run_1/util_map.png
(3 px per um) 12 x 12 tiles, from white (low) to dark blue (high), 0 to 100% covered.
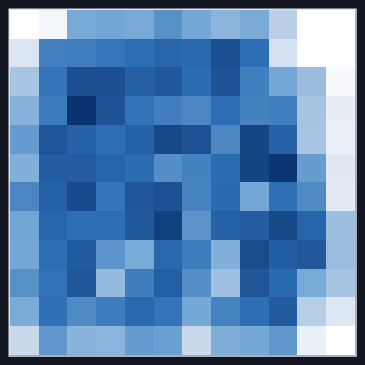
run_1/m3.png
(4 px per um) Cells faint in the background.
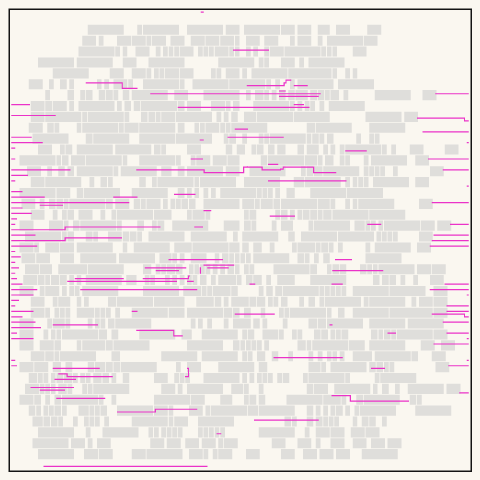
run_1/clock_nets.png
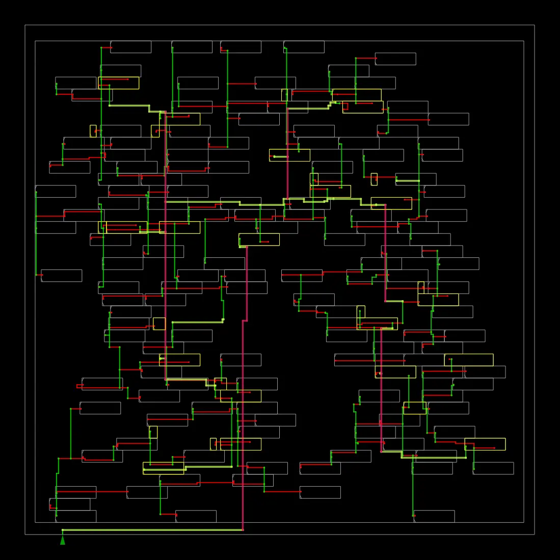
`src/rtl/ingress_page_writer.sv`:
```
// Ingress page writer: turns a port's drained header+payload word stream into 8-word linked
// SRAM pages and emits one descriptor per packet to the enqueue logic.
module ingress_page_writer #(
  parameter int unsigned PAGE_AW = 11,
  parameter int unsigned PAGE_W  = 3,
  parameter int unsigned LEN_W   = 9
) (
  input  logic                       clk,
  input  logic                       rst,
  input  logic                       in_vld,
  input  logic [15:0]                in_data,
  input  logic [3:0]                 in_dest,
  input  logic [2:0]                 in_prior,
  output logic                       xfer_stop,
  output logic                       pg_req,
  input  logic                       pg_gnt,
  input  logic [PAGE_AW-1:0]         pg_addr,
  output logic                       sram_wr_en,
  output logic [PAGE_AW+PAGE_W-1:0]  sram_wr_addr,
  output logic [15:0]                sram_wr_data,
  output logic                       link_wr_en,
  output logic [PAGE_AW-1:0]         link_wr_addr,
  output logic [PAGE_AW-1:0]         link_wr_data,
  output logic                       desc_vld,
  input  logic                       desc_rdy,
  output logic [PAGE_AW-1:0]         desc_head,
  output logic [LEN_W-1:0]           desc_len,
  output logic [3:0]                 desc_dest,
  output logic [2:0]                 desc_prior,
  output logic                       desc_err,
  output logic [15:0]                drop_cnt
);

  localparam logic [1:0] StIdle = 2'd0;
  localparam logic [1:0] StData = 2'd1;
  localparam logic [1:0] StDrop = 2'd2;
  localparam logic [1:0] StDesc = 2'd3;

  logic [1:0]                state_q, state_d;
  logic                      spare_vld_q, spare_vld_d;
  logic [PAGE_AW-1:0]        spare_q, spare_d;
  logic [PAGE_AW-1:0]        cur_q, cur_d;
  logic [PAGE_AW-1:0]        head_q, head_d;
  logic [LEN_W-1:0]          len_q, len_d;
  logic [3:0]                dest_q, dest_d;
  logic [2:0]                prior_q, prior_d;
  logic                      err_q, err_d;
  logic [LEN_W-1:0]          rem_q, rem_d;
  logic [PAGE_W-1:0]         off_q, off_d;
  logic                      need_pg_q, need_pg_d;
  logic                      sram_wr_en_q, sram_wr_en_d;
  logic [PAGE_AW+PAGE_W-1:0] sram_wr_addr_q, sram_wr_addr_d;
  logic [15:0]               sram_wr_data_q, sram_wr_data_d;
  logic                      link_wr_en_q, link_wr_en_d;
  logic [PAGE_AW-1:0]        link_wr_addr_q, link_wr_addr_d;
  logic [PAGE_AW-1:0]        link_wr_data_q, link_wr_data_d;
  logic [15:0]               drop_cnt_q, drop_cnt_d;

  logic                      consume;
  logic [PAGE_AW-1:0]        wr_page;
  logic [LEN_W-1:0]          hdr_len;
  logic [1:0]                drop_inc;
  logic [16:0]               drop_sum;
  logic                      unused_hdr;

  assign hdr_len    = in_data[LEN_W-1:0];
  assign unused_hdr = ^in_data[15:LEN_W];

  assign pg_req    = ~rst & ~spare_vld_q;
  assign xfer_stop = ~rst & ((state_q == StDesc) | ((state_q == StIdle) & ~spare_vld_q));

  always_comb begin
    state_d        = state_q;
    cur_d          = cur_q;
    head_d         = head_q;
    len_d          = len_q;
    dest_d         = dest_q;
    prior_d        = prior_q;
    err_d          = err_q;
    rem_d          = rem_q;
    off_d          = off_q;
    need_pg_d      = need_pg_q;
    sram_wr_en_d   = 1'b0;
    sram_wr_addr_d = sram_wr_addr_q;
    sram_wr_data_d = sram_wr_data_q;
    link_wr_en_d   = 1'b0;
    link_wr_addr_d = link_wr_addr_q;
    link_wr_data_d = link_wr_data_q;
    consume        = 1'b0;
    wr_page        = need_pg_q ? spare_q : cur_q;

    case (state_q)
      StIdle: begin
        if (in_vld) begin
          len_d     = hdr_len;
          dest_d    = in_dest;
          prior_d   = in_prior;
          rem_d     = hdr_len;
          off_d     = '0;
          need_pg_d = 1'b0;
          err_d     = 1'b0;
          if (hdr_len == '0) begin
            head_d  = '0;
            state_d = StDesc;
          end else if (!spare_vld_q) begin
            head_d  = '0;
            err_d   = 1'b1;
            state_d = StDrop;
          end else begin
            head_d  = spare_q;
            cur_d   = spare_q;
            consume = 1'b1;
            state_d = StData;
          end
        end
      end
      StData: begin
        if (in_vld) begin
          rem_d = rem_q - LEN_W'(1);
          if (need_pg_q && !spare_vld_q) begin
            // No page for this word: discard it and the rest of the packet.
            err_d   = 1'b1;
            state_d = (rem_q == LEN_W'(1)) ? StDesc : StDrop;
          end else begin
            if (need_pg_q) begin
              consume        = 1'b1;
              cur_d          = spare_q;
              link_wr_en_d   = 1'b1;
              link_wr_addr_d = cur_q;
              link_wr_data_d = spare_q;
            end
            sram_wr_en_d   = 1'b1;
            sram_wr_addr_d = {wr_page, off_q};
            sram_wr_data_d = in_data;
            off_d          = off_q + PAGE_W'(1);
            need_pg_d      = (&off_q) && (rem_q != LEN_W'(1));
            if (rem_q == LEN_W'(1)) state_d = StDesc;
          end
        end
      end
      StDrop: begin
        if (rem_q == '0) begin
          state_d = StDesc;
        end else if (in_vld) begin
          rem_d = rem_q - LEN_W'(1);
          if (rem_q == LEN_W'(1)) state_d = StDesc;
        end
      end
      StDesc: begin
        if (desc_rdy) state_d = StIdle;
      end
      default: state_d = StIdle;
    endcase
  end

  // Spare page: consumption and refill never coincide since pg_req needs it empty.
  always_comb begin
    spare_vld_d = spare_vld_q;
    spare_d     = spare_q;
    if (consume) spare_vld_d = 1'b0;
    if (pg_req && pg_gnt) begin
      spare_vld_d = 1'b1;
      spare_d     = pg_addr;
    end
  end

  // Errored handshake and a stray header in DESC can land in the same cycle.
  always_comb begin
    drop_inc   = 2'(state_q == StDesc && desc_rdy && err_q) + 2'(state_q == StDesc && in_vld);
    drop_sum   = {1'b0, drop_cnt_q} + 17'(drop_inc);
    drop_cnt_d = drop_sum[16] ? 16'hFFFF : drop_sum[15:0];
  end

  always_ff @(posedge clk or posedge rst) begin
    if (rst) begin
      state_q        <= StIdle;
      spare_vld_q    <= 1'b0;
      spare_q        <= '0;
      cur_q          <= '0;
      head_q         <= '0;
      len_q          <= '0;
      dest_q         <= '0;
      prior_q        <= '0;
      err_q          <= 1'b0;
      rem_q          <= '0;
      off_q          <= '0;
      need_pg_q      <= 1'b0;
      sram_wr_en_q   <= 1'b0;
      sram_wr_addr_q <= '0;
      sram_wr_data_q <= '0;
      link_wr_en_q   <= 1'b0;
      link_wr_addr_q <= '0;
      link_wr_data_q <= '0;
      drop_cnt_q     <= '0;
    end else begin
      state_q        <= state_d;
      spare_vld_q    <= spare_vld_d;
      spare_q        <= spare_d;
      cur_q          <= cur_d;
      head_q         <= head_d;
      len_q          <= len_d;
      dest_q         <= dest_d;
      prior_q        <= prior_d;
      err_q          <= err_d;
      rem_q          <= rem_d;
      off_q          <= off_d;
      need_pg_q      <= need_pg_d;
      sram_wr_en_q   <= sram_wr_en_d;
      sram_wr_addr_q <= sram_wr_addr_d;
      sram_wr_data_q <= sram_wr_data_d;
      link_wr_en_q   <= link_wr_en_d;
      link_wr_addr_q <= link_wr_addr_d;
      link_wr_data_q <= link_wr_data_d;
      drop_cnt_q     <= drop_cnt_d;
    end
  end

  assign sram_wr_en   = sram_wr_en_q;
  assign sram_wr_addr = sram_wr_addr_q;
  assign sram_wr_data = sram_wr_data_q;
  assign link_wr_en   = link_wr_en_q;
  assign link_wr_addr = link_wr_addr_q;
  assign link_wr_data = link_wr_data_q;
  assign desc_vld     = (state_q == StDesc);
  assign desc_head    = head_q;
  assign desc_len     = len_q;
  assign desc_dest    = dest_q;
  assign desc_prior   = prior_q;
  assign desc_err     = err_q;
  assign drop_cnt     = drop_cnt_q;

endmodule

```
`config.mk`:
```
export PLATFORM = sky130hd
export DESIGN_NAME = ingress_page_writer
export DESIGN_NICKNAME = d
export VERILOG_FILES = /design/src/rtl/ingress_page_writer.sv
export SDC_FILE = /design/constraint.sdc
export NUM_CORES = 1
export LEC_CHECK = 0
export ABC_AREA = 1
export CORE_MARGIN = 2
export CORE_UTILIZATION = 50
export CTS_CLUSTER_SIZE = 14
export DETAILED_ROUTE_END_ITERATION = 6
export HOLD_SLACK_MARGIN = 0.06
export PLACE_DENSITY = 0.8
export SETUP_SLACK_MARGIN = 0.05
export SLEW_MARGIN = 20
export SYNTH_ARGS = -nofsm -noshare
export SYNTH_HDL_FRONTEND = slang
export SYNTH_SLANG_ARGS = --single-unit
```
`constraint.sdc`:
```
create_clock -name clk -period 4.67 [get_ports clk]
set_input_delay 0.7005 -clock clk [delete_from_list [all_inputs] [get_ports clk]]
set_output_delay 0.7005 -clock clk [all_outputs]
set_load 0.05 [all_outputs]
```
==> results.toml, run 1 <==
# physical design summary
[power_and_ir_drop]
p_total_w = 0.00629
power-top-group = "combinational cells"
power.density_nw_per_um2 = 769
comb_cell_power_w = 0.00308
intPower_w = 0.00338
pg_seq_w = 0.00193
clkPwrFrac_pct = 20.4
p_seq_share_pct = 30.7

[final_layout]
syn_to_final_growth_pct = 32.5
mi_logic_area_sq_um = 2370
flop-count = 136
stdcell_count = 1014
layout_top_cells = "nand2_1 (256), clkdlybuf4s50_1 (139), dfrtp_1 (136)"
fin_nets = 904

[timing]
finalHoldViolCount = 0
min_period_over_period_pct = 65.7
worst_pin_slew_ns = 0.986
worst_slack_ns = 1.60
worst_hold_slack_ns = 0.478

[synth]
ys_cells = 721
synthDistinctLibCells = 38
ys_chip_area_sq_um = 6170
flop_cell = "dfrtp_1"
ys_sh_adder_pct = 2.35
ys_sh_simple_pct = 23.9
synthDominantCellAreaShare_pct = 55.1
mux_share_pct = 0
logic_family = "simple AND/OR/NAND/NOR gates"
ys_seq_elements = 136
synth.most_common_cell = "nand2_1"
synth-edff-count = 0
aoi_share_pct = 11.9
xor_area_share_pct = 0.284

[die]
nWellTaps = 147
fp-row-count = 40
chipHeight_um = 115

[place]
place_congestion = 0.837
dpl.cell_count = 982
dpl.hpwl_mm = 10.5

[drt]
ant_nets = 0
wl_met2_mm = 7.34
via_per_inst = 5.21
drtIter0Drc = 359
drtPass1Iterations = 6
route.detailed.drc = 0
drt-met1-wl_mm = 6.78

[critical_path]
crit_type = "reg2out"
critPathCaptureType = "output port"
ff2ff_setup_slack_ns = 2.07
crit_required_ns = 3.97
cp-startpoint = "state_q[1]$_DFFE_PP0P_"
crit_path_max_fanout = 6
crit_end = "xfer_stop"
reg2reg_from = "state_q[0]$_DFFE_PP0P_"
arrival_ns = 2.37

[global_routing]
first_global_vias = 5186
grt_max_degree = 114
grt.overflow.total = 0

[clock_tree]
post_cts_resized = 0
clk_transition_reported_paths_ns = 0.05
cts_tree = "built"

[status]
status = "complete, no violations"

[min_path]
min_path_type = "reg2reg"

[flow_run]
max-cap-violations = 0
Back to the opening pictures, util_map.png:
tiles over 75% full	38%
nearly empty tiles	4.2%
mean over tiles	60%
fullest tile	99%
emptiest ninth of the die	top right
fin util: 68.1%
CORE AREA: 12000 sq um
fp_density: 51.4%

Back to the opening pictures, m3.png:
share of all routed wire	6.5%
wire length on this layer	998 um
met3 Use GR: 6.33%
Vias: 5286
final WL: 15.4 mm

Back to the opening pictures, clock_nets.png:
CTS Buf Count: 17
clk_lat worst skew: 0.42 ns
Worst Skew: 0.00714 ns
clock network power: 0.00128 W
Clock Sinks: 136

==> run 1: worst max-delay path: stages (launching register included) <==
cell,delay [ns]
dfrtp_1,0.43
inv_1,0.13
ha_1,0.31
nand2_1,0.12
a21oi_1,0.14
clkdlybuf4s50_1,0.82
==> run 1: registers in the layout, indices dropped and copies added, names as in the netlist <==
signal	flops
cur_q	11
desc_dest	4
desc_err	1
desc_head	11
desc_len	9
desc_prior	3
drop_cnt	16
link_wr_addr	11
link_wr_data	11
link_wr_en	1
need_pg_q	1
off_q	3
rem_q	9
spare_q	11
spare_vld_q	1
sram_wr_addr	14
sram_wr_data	16
sram_wr_en	1
state_q	2
--- run 2 (diff from run 1) ---
--- a/config.mk
+++ b/config.mk
@@ -7,11 +7,11 @@
 export LEC_CHECK = 0
 export ABC_AREA = 1
 export CORE_MARGIN = 2
-export CORE_UTILIZATION = 50
+export CORE_UTILIZATION = 46
 export CTS_CLUSTER_SIZE = 14
 export DETAILED_ROUTE_END_ITERATION = 6
 export HOLD_SLACK_MARGIN = 0.06
-export PLACE_DENSITY = 0.8
+export PLACE_DENSITY = 0.77
 export SETUP_SLACK_MARGIN = 0.05
 export SLEW_MARGIN = 20
 export SYNTH_ARGS = -nofsm -noshare
==> constraint.sdc (replaced) <==
create_clock -name clk -period 2.6 [get_ports clk]
set_input_delay 0.39 -clock clk [delete_from_list [all_inputs] [get_ports clk]]
set_output_delay 0.39 -clock clk [all_outputs]
set_load 0.05 [all_outputs]
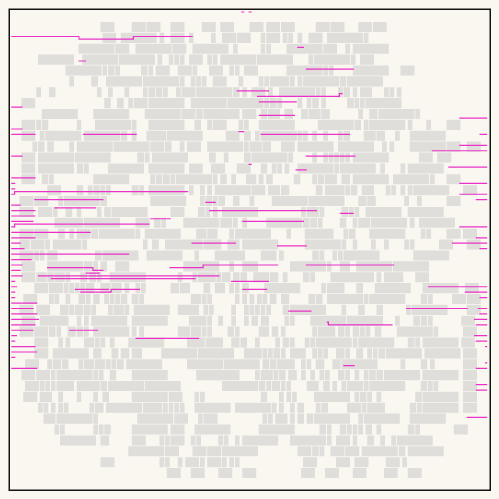
run_2/m3.png
(4 px per um) Cells faint in the background.
met3 Use GR: 5.56%
final WL: 14.6 mm

==> results.toml, run 2 <==
# physical design summary
[place]
dpl.hpwl_mm = 10.0
place_congestion = 0.934

[die]
fp-row-count = 42
core_area_sq_um = 13200
chipHeight_um = 120

[timing]
finClkSkew_ns = 0.00517
worst_pin_slew_ns = 0.713
worst_slack_ns = 0.257
min_period_over_period_pct = 90.1
worst_hold_slack_ns = 0.477

[critical_path]
crit_path_max_fanout = 6
crit_required_ns = 2.95
cp-startpoint = "state_q[0]$_DFFE_PP0P_"
crit_end = "drop_cnt[11]$_DFF_PP0_"
cp_top_family = "simple AND/OR/NAND/NOR gates"
critPathCaptureType = "register"
crit_buf_inv = 1

[power_and_ir_drop]
power.density_nw_per_um2 = 1360
p_total_w = 0.0114

[drt]
ant_nets = 0
drt-met1-wl_mm = 6.88
wl_met2_mm = 6.56

[synth]
synth.most_common_cell = "nand2_1"
ys_cells = 721
ys_seq_elements = 136
flop_cell = "dfrtp_1"
ys_chip_area_sq_um = 6170
synthDominantCellAreaShare_pct = 55.1

[clock_tree]
clock_latency_ns = 0.41
cts_tree = "built"
clkSinkCount = 136

[final_layout]
flop-count = 136
syn_to_final_growth_pct = 35.6

[flow_run]
max-cap-violations = 0

[min_path]
min_path_type = "reg2reg"

[status]
status = "complete, no violations"
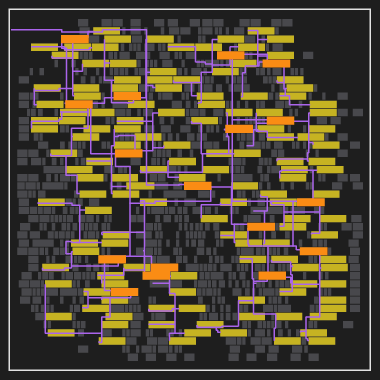
run_2/clock_wires.png
(3 px per um)
[purple] clock wires | length: 1660 um
[yellow] flip-flops | count: 136
[orange] clock-net drivers | count: 17
routed clock nets	18

## run 2: report_power, final
group          leakage (nW)  internal (W)  total [W]  switching (W)
clock network         0.292       0.00153    0.00239       0.000860
logic                  2.05       0.00177    0.00552        0.00375
registers              1.72       0.00293    0.00345       0.000521
total                  4.07       0.00624     0.0114        0.00513
## run 2: repair_timing
action / 4_1_cts / 5_1_grt
setup endpoints to repair: 0 / 13
gates resized: 0 / 1
buffers inserted: 0 / 3
endpoints found under the hold margin: 0 / 0
## run 2: kinds of logic (layout without fill, tap and decap cells)
group                    Yosys count  after routing  synth area share [%]
XOR/XNOR                           2              2                 0.284
flip-flops                       136            136                  55.1
buffers and inverters             93            249                  6.40
AND-OR/OR-AND                    128            128                  11.9
AND/OR/NAND/NOR                  351            351                  23.9
adder cells (fa/ha/maj)           11             11                  2.35
Power figures rest on the tool's default switching activity, not on a simulated workload.
